### Congestion heat map

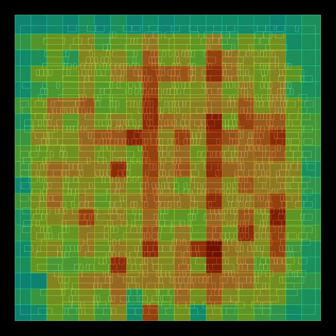
### Gate-type map

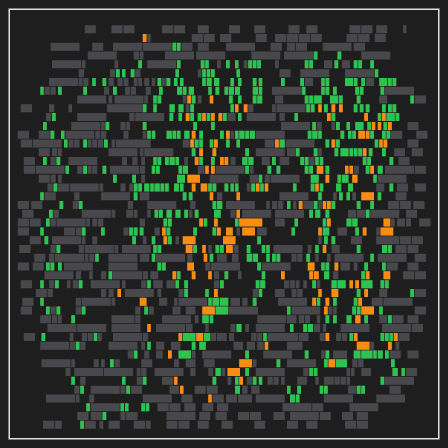
### Routed metal, one color a layer

Bar = 50 um. Only two layers are drawn.
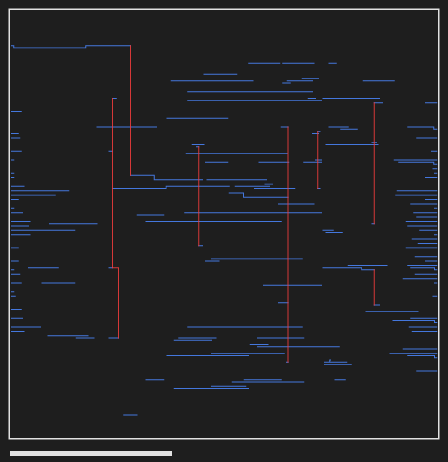
### Cells colored by class

Bar = 50 um.
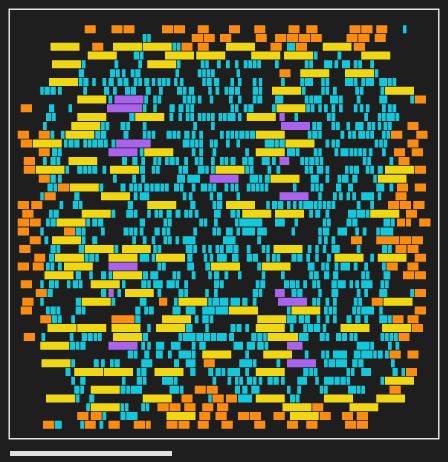
[src/rtl/pc_sequencer.sv]
// Fetch-address sequencer: owns the PC/nPC pair, with delayed or immediate control
// transfer, stall with a one-deep pending redirect, and a highest-priority trap redirect.
module pc_sequencer #(
  parameter int              AW       = 32,
  parameter int              INC      = 4,
  parameter logic [AW-1:0]   RESET_PC = '0,
  parameter bit              DELAYED  = 1'b1
) (
  input  logic          clk,
  input  logic          reset,
  input  logic          stall_i,
  input  logic          redir_valid_i,
  input  logic [AW-1:0] redir_target_i,
  input  logic          redir_annul_i,
  input  logic          trap_valid_i,
  input  logic [AW-1:0] trap_vector_i,
  output logic [AW-1:0] pc_o,
  output logic [AW-1:0] npc_o,
  output logic          fetch_kill_o,
  output logic          redir_drop_o,
  output logic          misalign_o
);

  localparam int            SH    = $clog2(INC);
  localparam logic [AW-1:0] INCV  = AW'(INC);
  localparam logic [AW-1:0] ALIGN = ~((AW'(1) << SH) - AW'(1));

  logic          pend_v;
  logic [AW-1:0] pend_tgt;
  logic          pend_annul;

  logic          eff_v;
  logic [AW-1:0] eff_raw;
  logic [AW-1:0] eff_tgt;
  logic          eff_annul;
  logic [AW-1:0] trap_tgt;

  // The live redirect always wins over a pending one.
  always_comb begin
    eff_v     = redir_valid_i | pend_v;
    eff_raw   = redir_valid_i ? redir_target_i : pend_tgt;
    eff_annul = redir_valid_i ? redir_annul_i  : pend_annul;
    eff_tgt   = eff_raw & ALIGN;
    trap_tgt  = trap_vector_i & ALIGN;
  end

  always_ff @(posedge clk or posedge reset) begin
    if (reset) begin
      pc_o         <= RESET_PC;
      npc_o        <= RESET_PC + INCV;
      fetch_kill_o <= 1'b0;
      redir_drop_o <= 1'b0;
      misalign_o   <= 1'b0;
      pend_v       <= 1'b0;
      pend_tgt     <= '0;
      pend_annul   <= 1'b0;
    end else begin
      redir_drop_o <= 1'b0;
      misalign_o   <= 1'b0;
      if (trap_valid_i) begin
        pc_o         <= trap_tgt;
        npc_o        <= trap_tgt + INCV;
        fetch_kill_o <= 1'b0;
        pend_v       <= 1'b0;
        misalign_o   <= |(trap_vector_i & ~ALIGN);
      end else if (stall_i) begin
        if (redir_valid_i) begin
          pend_v       <= 1'b1;
          pend_tgt     <= redir_target_i;
          pend_annul   <= redir_annul_i;
          redir_drop_o <= pend_v;
        end
      end else if (eff_v) begin
        pend_v       <= 1'b0;
        redir_drop_o <= redir_valid_i & pend_v;
        misalign_o   <= |(eff_raw & ~ALIGN);
        if (DELAYED) begin
          // Delay slot at the old npc is still fetched; annul only marks it dead.
          pc_o         <= npc_o;
          npc_o        <= eff_tgt;
          fetch_kill_o <= eff_annul;
        end else begin
          pc_o         <= eff_tgt;
          npc_o        <= eff_tgt + INCV;
          fetch_kill_o <= 1'b0;
        end
      end else begin
        pc_o         <= npc_o;
        npc_o        <= npc_o + INCV;
        fetch_kill_o <= 1'b0;
      end
    end
  end

endmodule

[config.mk]
export PLATFORM = sky130hd
export DESIGN_NAME = pc_sequencer
export DESIGN_NICKNAME = d
export VERILOG_FILES = /design/src/rtl/pc_sequencer.sv
export SDC_FILE = /design/constraint.sdc
export NUM_CORES = 1
export LEC_CHECK = 0
export ABC_AREA = 1
export CORE_MARGIN = 2
export CORE_UTILIZATION = 40
export CTS_BUF_LIST = sky130_fd_sc_hd__clkbuf_8 sky130_fd_sc_hd__clkbuf_16
export CTS_CLUSTER_DIAMETER = 50
export DETAILED_ROUTE_END_ITERATION = 6
export SYNTH_ARGS = -nofsm -noshare
export SYNTH_HDL_FRONTEND = slang
export SYNTH_SLANG_ARGS = --single-unit
[constraint.sdc]
create_clock -name clk -period 4.1 [get_ports clk]
set_input_delay 0.41 -clock clk [delete_from_list [all_inputs] [get_ports clk]]
set_output_delay 0.41 -clock clk [all_outputs]
set_load 0.02 [all_outputs]
==> out/summary.txt <==
Status: finished, final reports clean
Tcrit/Tclk final: 57.63%
Delay-heaviest family, CP: buffers and inverters
Sequential power share: 40.6%
Pre-CTS setup slack: 1.376 ns
Clock buf/inv share: 3.900%
Yosys aoi share: 14.78%
I/O Buffers: 134
Number of enable flip-flop cells: 0
PnR worst setup slack: 1.737 ns
GRT met3 Usage: 3.525%
H-tree levels: 3
DPL Wire Length: 15.59 mm
WP data arrival: 2.57 ns
Cell Type Count: 38
Longest Clk Path Bufs: 2
Floorplan core density: 41.23%
GP Congestion: 0.8935
IO Pins: 137
Nets: 1174
Syn_area_per_cell: 6.623 sq um
Critical path fanouts, max: 65
Antenna Nets Post-Route: 0
Logic area: 0.003556 sq mm
Max Slew Vio Count: 0
# clock sinks: 98
Wl on met1: 10.51 mm
Max IR drop VDD: 0.2093 mV
Die x size: 132.4 um
Main flop type: dfrtp_1
Cell mode on critical path: o21ai_0
CP startpoint: redir_valid_i
Clk network pwr share: 32.4%
Tmin final: 2.363 ns
Max Used Layer: met4
Total number of cells along the worst setup path: 7
About 'Congestion heat map':
met1 Use GR: 38.08%
fin util: 52.34%
met2 GRT Util: 35.12%

About 'Gate-type map':
color	family	cells
orange	nor cells	118
green	nand cells	442
Finished Layout Cells: 1323
Commonest Layout Cell: nand2_1
logic share of the area: 42.46%

About 'Routed metal, one color a layer':
color	layer	wire length
blue	M3	1390 um
red	M4	285 um
routed via count: 6737
final wirelength: 21.18 mm
Wirelength per Cell: 16.01 um

About 'Cells colored by class':
color	class	cells	share of their area
orange	remaining buffers and delay cells	138	17%
purple	clock drivers and dummy loads	16	4.0%
yellow	registers	98	30%
cyan	remaining logic cells	855	49%

Power is estimated from default activity; no workload was simulated.
